Run 1, metal layers overlaid:
The bar under the picture is 50 µm long.
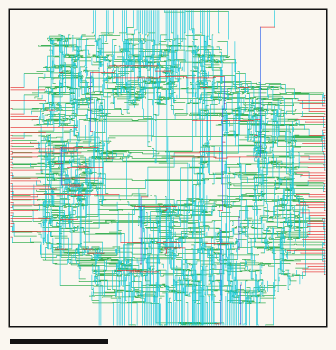
Run 1, supply network:
The bar under the picture is 50 µm long. Pins as bars on the die edge.
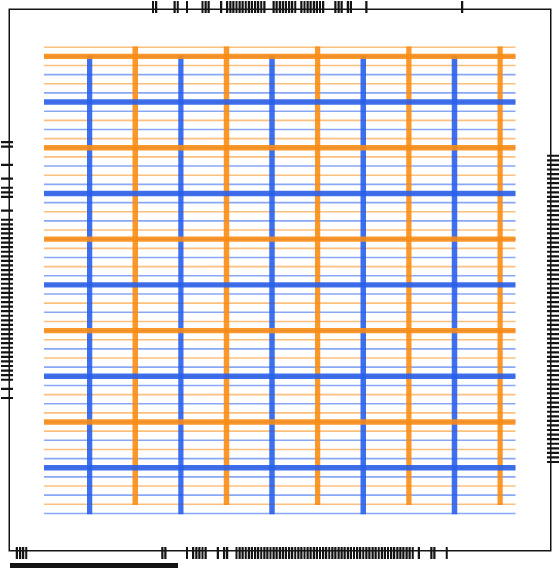
Run 1, cells colored by class:
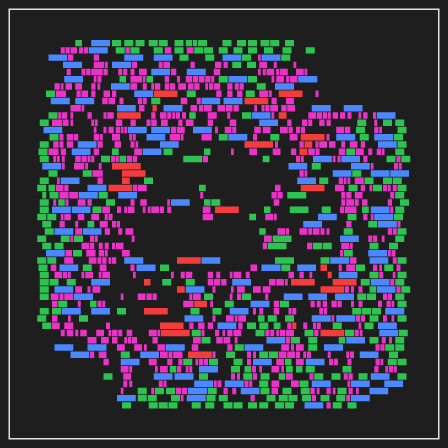
--- src/rtl/if_id_fetch_stage.sv ---
// Instruction-fetch stage and IF/ID pipeline register for a 5-stage MIPS pipeline:
// owns the PC, resolves stall/flush/redirect priority and keeps saturating perf counters.
module if_id_fetch_stage #(
  parameter logic [31:0] RESET_PC = 32'h0000_0000,
  parameter logic [31:0] NOP_WORD = 32'h0000_0000,
  parameter int          CNT_W    = 16
) (
  input  logic             clk,
  input  logic             reset,
  input  logic [31:0]      Instr_in,
  input  logic             Branch_taken_EX,
  input  logic [31:0]      Branch_target_EX,
  input  logic             Jump_ID,
  input  logic [31:0]      Jump_target_ID,
  input  logic             MemRead_ID_EX,
  input  logic [4:0]       Rt_ID_EX,
  output logic [31:0]      PC_out,
  output logic [31:0]      IR_IF_ID_out,
  output logic [31:0]      PC_plus_4_IF_ID_out,
  output logic             Stall_out,
  output logic             Flush_ID_EX_out,
  output logic [CNT_W-1:0] Stall_count,
  output logic [CNT_W-1:0] Flush_count
);

  localparam logic [CNT_W-1:0] CNT_ONE = {{(CNT_W-1){1'b0}}, 1'b1};
  localparam logic [CNT_W-1:0] CNT_MAX = {CNT_W{1'b1}};

  logic [31:0]      pc_q, pc_d;
  logic [31:0]      ir_q, ir_d;
  logic [31:0]      pc4_q, pc4_d;
  logic [CNT_W-1:0] stall_cnt_q, stall_cnt_d;
  logic [CNT_W-1:0] flush_cnt_q, flush_cnt_d;
  logic [31:0]      pc_inc;
  logic             hazard;

  assign pc_inc = pc_q + 32'd4;

  // Load in EX whose destination feeds either source field of the instruction in ID.
  assign hazard = MemRead_ID_EX && (Rt_ID_EX != 5'd0) &&
                  ((Rt_ID_EX == ir_q[25:21]) || (Rt_ID_EX == ir_q[20:16]));

  always_comb begin
    pc_d        = pc_inc;
    ir_d        = Instr_in;
    pc4_d       = pc_inc;
    stall_cnt_d = stall_cnt_q;
    flush_cnt_d = flush_cnt_q;
    if (Branch_taken_EX) begin
      pc_d  = {Branch_target_EX[31:2], 2'b00};
      ir_d  = NOP_WORD;
      pc4_d = 32'd0;
      if (flush_cnt_q != CNT_MAX) flush_cnt_d = flush_cnt_q + CNT_ONE;
    end else if (hazard) begin
      // Jump is deliberately ignored here: a jr may read the register being loaded.
      pc_d  = pc_q;
      ir_d  = ir_q;
      pc4_d = pc4_q;
      if (stall_cnt_q != CNT_MAX) stall_cnt_d = stall_cnt_q + CNT_ONE;
    end else if (Jump_ID) begin
      pc_d  = {Jump_target_ID[31:2], 2'b00};
      ir_d  = NOP_WORD;
      pc4_d = 32'd0;
      if (flush_cnt_q != CNT_MAX) flush_cnt_d = flush_cnt_q + CNT_ONE;
    end
  end

  always_ff @(posedge clk) begin
    if (reset) begin
      pc_q        <= RESET_PC;
      ir_q        <= NOP_WORD;
      pc4_q       <= 32'd0;
      stall_cnt_q <= '0;
      flush_cnt_q <= '0;
    end else begin
      pc_q        <= pc_d;
      ir_q        <= ir_d;
      pc4_q       <= pc4_d;
      stall_cnt_q <= stall_cnt_d;
      flush_cnt_q <= flush_cnt_d;
    end
  end

  assign PC_out              = pc_q;
  assign IR_IF_ID_out        = ir_q;
  assign PC_plus_4_IF_ID_out = pc4_q;
  assign Stall_out           = hazard && !Branch_taken_EX;
  assign Flush_ID_EX_out     = Branch_taken_EX;
  assign Stall_count         = stall_cnt_q;
  assign Flush_count         = flush_cnt_q;

endmodule

--- config.mk ---
export PLATFORM = sky130hd
export DESIGN_NAME = if_id_fetch_stage
export DESIGN_NICKNAME = d
export VERILOG_FILES = /design/src/rtl/if_id_fetch_stage.sv
export SDC_FILE = /design/constraint.sdc
export NUM_CORES = 1
export LEC_CHECK = 0
export CELL_PAD_IN_SITES_DETAIL_PLACEMENT = 0
export CELL_PAD_IN_SITES_GLOBAL_PLACEMENT = 1
export CORE_MARGIN = 10
export CORE_UTILIZATION = 32
export DETAILED_ROUTE_END_ITERATION = 12
export HOLD_SLACK_MARGIN = 0.03
export PLACE_DENSITY = 0.88
export SLEW_MARGIN = 25
export SYNTH_ARGS = -nofsm -noshare
export SYNTH_HDL_FRONTEND = slang
export SYNTH_SLANG_ARGS = --single-unit
--- constraint.sdc ---
create_clock -name clk -period 3.1 [get_ports clk]
set_input_delay 0.62 -clock clk [delete_from_list [all_inputs] [get_ports clk]]
set_output_delay 0.62 -clock clk [all_outputs]
set_load 0.03 [all_outputs]
==> out/metrics.yaml, run 1 <==
critical_path:
  crit_cells: 7
  arrival_ns: 2.38
  worstPathCellList: "clkdlybuf4s50_1, or4_1, o21a_1, and2_4, nand2_4, inv_4, buf_4"
  reg2reg_slack_ns: 0.58
  worst_ep_required_time_ns: 2.48
pwr:
  pwr_density_cell_mw_per_mm2: 470
  finalPower_mw: 4.53
  p_leak_nw: 3.40
layout:
  clk_share_pct: 6.26
  inv_count: 15
  drive_above_1_share_pct: 8.44
  lay_top_count: "clkdlybuf4s50_1"
  diodes: 1
  seq_share_pct: 26.2
  nMultiInputCombCells: 594
global_routing:
  grt.overflow.total: 0
  grt_pass1_vias: 6569
  grt_pass1_wl_mm: 38.1
  busiest_layer: "met2"
final_timing:
  max_slew_margin_pct: 51.9
  hold_viol_final: 0
  tightest_slew_ns: 0.722
  rsz0062_at_grt: "false"
  worst_hold_slack_ns: 0.448
yosys:
  numSynthFlops: 126
  ff_type: "dfxtp_1"
  synthAoiAreaFrac_pct: 19.5
  syn_inst: 800
  yosysWarnings: 0
clock_network:
  insertion_delay_ns: 0.42
  htreeDepth: 4
floorplanning:
  fp.dieH_um: 161
route:
  drtAntennaViolNets: 0
  post_drt_wl_per_cell_um: 18.6
run_status:
  status: "finished clean"
Back to the opening pictures, 'metal layers overlaid':
red -> met3  # wire length 1380 µm
blue -> met4  # wire length 302 µm
green -> met1  # wire length 11000 µm
cyan -> met2  # wire length 11400 µm

Back to the opening pictures, 'supply network':
orange -> VDD
blue -> VSS
met5 straps = 10
met1 rails = 52

Back to the opening pictures, 'cells colored by class':
blue -> flip-flops  # cells 126, share of their area 27%
magenta -> all other logic  # cells 609, share of their area 38%
green -> other buffers and delay cells  # cells 265, share of their area 28%
red -> clock drivers and dummy loads  # cells 31, share of their area 6.5%

==> run 1: power breakdown <==
group          switching, mW  leakage (nW)  internal (mW)  total [mW]
clock network          0.803         0.293           1.29        2.09
registers             0.0663          1.03           1.68        1.74
logic                  0.366          2.08          0.332       0.698
==> run 1: worst min path at each step <==
stage                     depth (start not counted)                      end
after CTS                                         2          IR_IF_ID_out[9]
after floorplan                                   2  PC_plus_4_IF_ID_out[11]
after global routing                              2         IR_IF_ID_out[27]
final                                             2         IR_IF_ID_out[27]
after global placement                            2         IR_IF_ID_out[27]
after detailed placement                          2          IR_IF_ID_out[9]
==> run 1: metrics by stage <==
step,area [µm²],util (%)
after floorplan,6330,-
after global placement,9020,46.4
after detailed placement,9020,46.4
after CTS,9630,49.5
after global routing,9630,49.5
final,9630,49.5
## Run 2: what changed since run 1
--- a/config.mk
+++ b/config.mk
@@ -12,6 +12,7 @@
 export DETAILED_ROUTE_END_ITERATION = 12
 export HOLD_SLACK_MARGIN = 0.03
 export PLACE_DENSITY = 0.88
+export SKIP_LAST_GASP = 1
 export SLEW_MARGIN = 25
 export SYNTH_ARGS = -nofsm -noshare
 export SYNTH_HDL_FRONTEND = slang
Run 2, clock wires, drivers and flops:
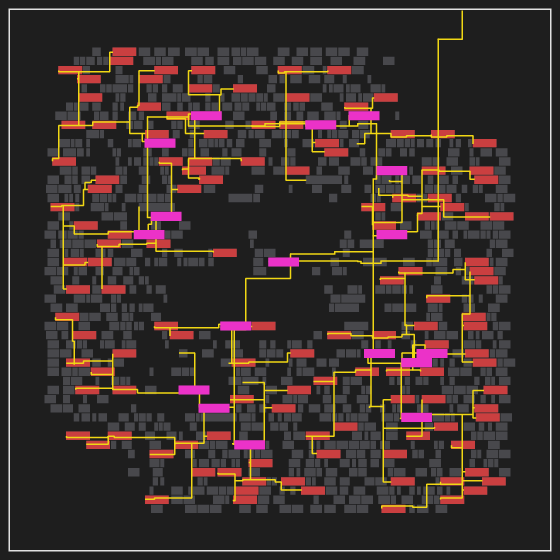
red -> flip-flops  # count 126
magenta -> cells driving clock nets  # count 17
yellow -> clock wires  # length 1960 µm
routed clock nets = 18
flops lie = spread over the die

Run 2, track usage over the die:
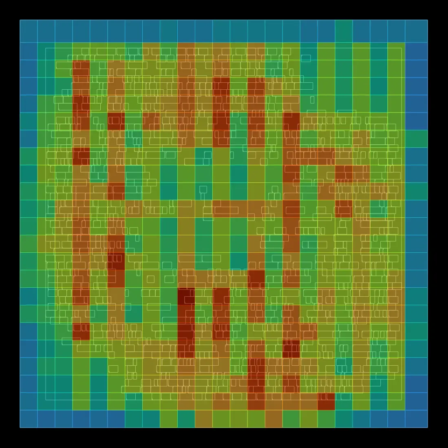
GR peak layer: met2
M3 GR Usage: 4.68%

==> out/metrics.yaml, run 2 <==
yosys:
  synthAoiAreaFrac_pct: 19.5  # unchanged
  numSynthFlops: 126  # unchanged
  ff_type: "dfxtp_1"
  syn_inst: 800  # unchanged
final_timing:
  tightest_slew_ns: 0.722  # unchanged
  rsz0062_at_grt: "false"
  worst_hold_slack_ns: 0.448  # unchanged
run_status:
  status: "finished clean"
pwr:
  p_int_mw: 3.29  # unchanged
  p_leak_nw: 3.40  # unchanged
  finalPower_mw: 4.53  # unchanged
  switching_share_pct: 27.3  # unchanged
  seq_power_share_pct: 38.5  # about the same
  power_clock_mw: 2.09  # about the same
  p_comb_share_pct: 15.4  # about the same
  top_power_group: "clock"
  pwr_density_cell_mw_per_mm2: 470  # unchanged
layout:
  seq_share_pct: 26.2  # unchanged
  inv_count: 15  # unchanged
  drive_above_1_share_pct: 8.44  # unchanged
  design_area_mm2: 0.00963  # unchanged
  diodes: 1  # unchanged
  finalCoreUtilization_pct: 49.5  # unchanged
  clk_share_pct: 6.26  # unchanged
global_routing:
  grt_pass1_wl_mm: 38.1  # unchanged
placed_design:
  postPlaceCellArea_mm2: 0.00902  # unchanged
floorplanning:
  fp.dieH_um: 161  # unchanged
route:
  drtAntennaViolNets: 0  # unchanged
clock_network:
  htreeDepth: 4  # unchanged
==> run 2: worst paths after layout <==
kind	from	end	depth (start not counted)
hold / removal	IR_IF_ID_out[27]	IR_IF_ID_out[27]	2
setup / recovery	Rt_ID_EX[1]	Stall_out	7
setup reg to reg	PC_out[2]	PC_out[20]	8
hold reg to reg	IR_IF_ID_out[27]	IR_IF_ID_out[27]	2
==> run 2: worst reg2reg max path, stage by stage (launching register included) <==
cell and delay (ns):
dfxtp_1 0.45, ha_1 0.30, and3_1 0.31, nand4_1 0.13, buf_4 0.21, nor3_1 0.25, xor2_1 0.26, mux2i_1 0.11
a2111oi_0 0.39
==> run 2: timing repair <==
action / 4_1_cts / 5_1_grt
endpoints found under the setup margin: 0 / 1
resized: 0 / 2
setup buffers: 0 / 0
Power is estimated from default activity; no workload was simulated.
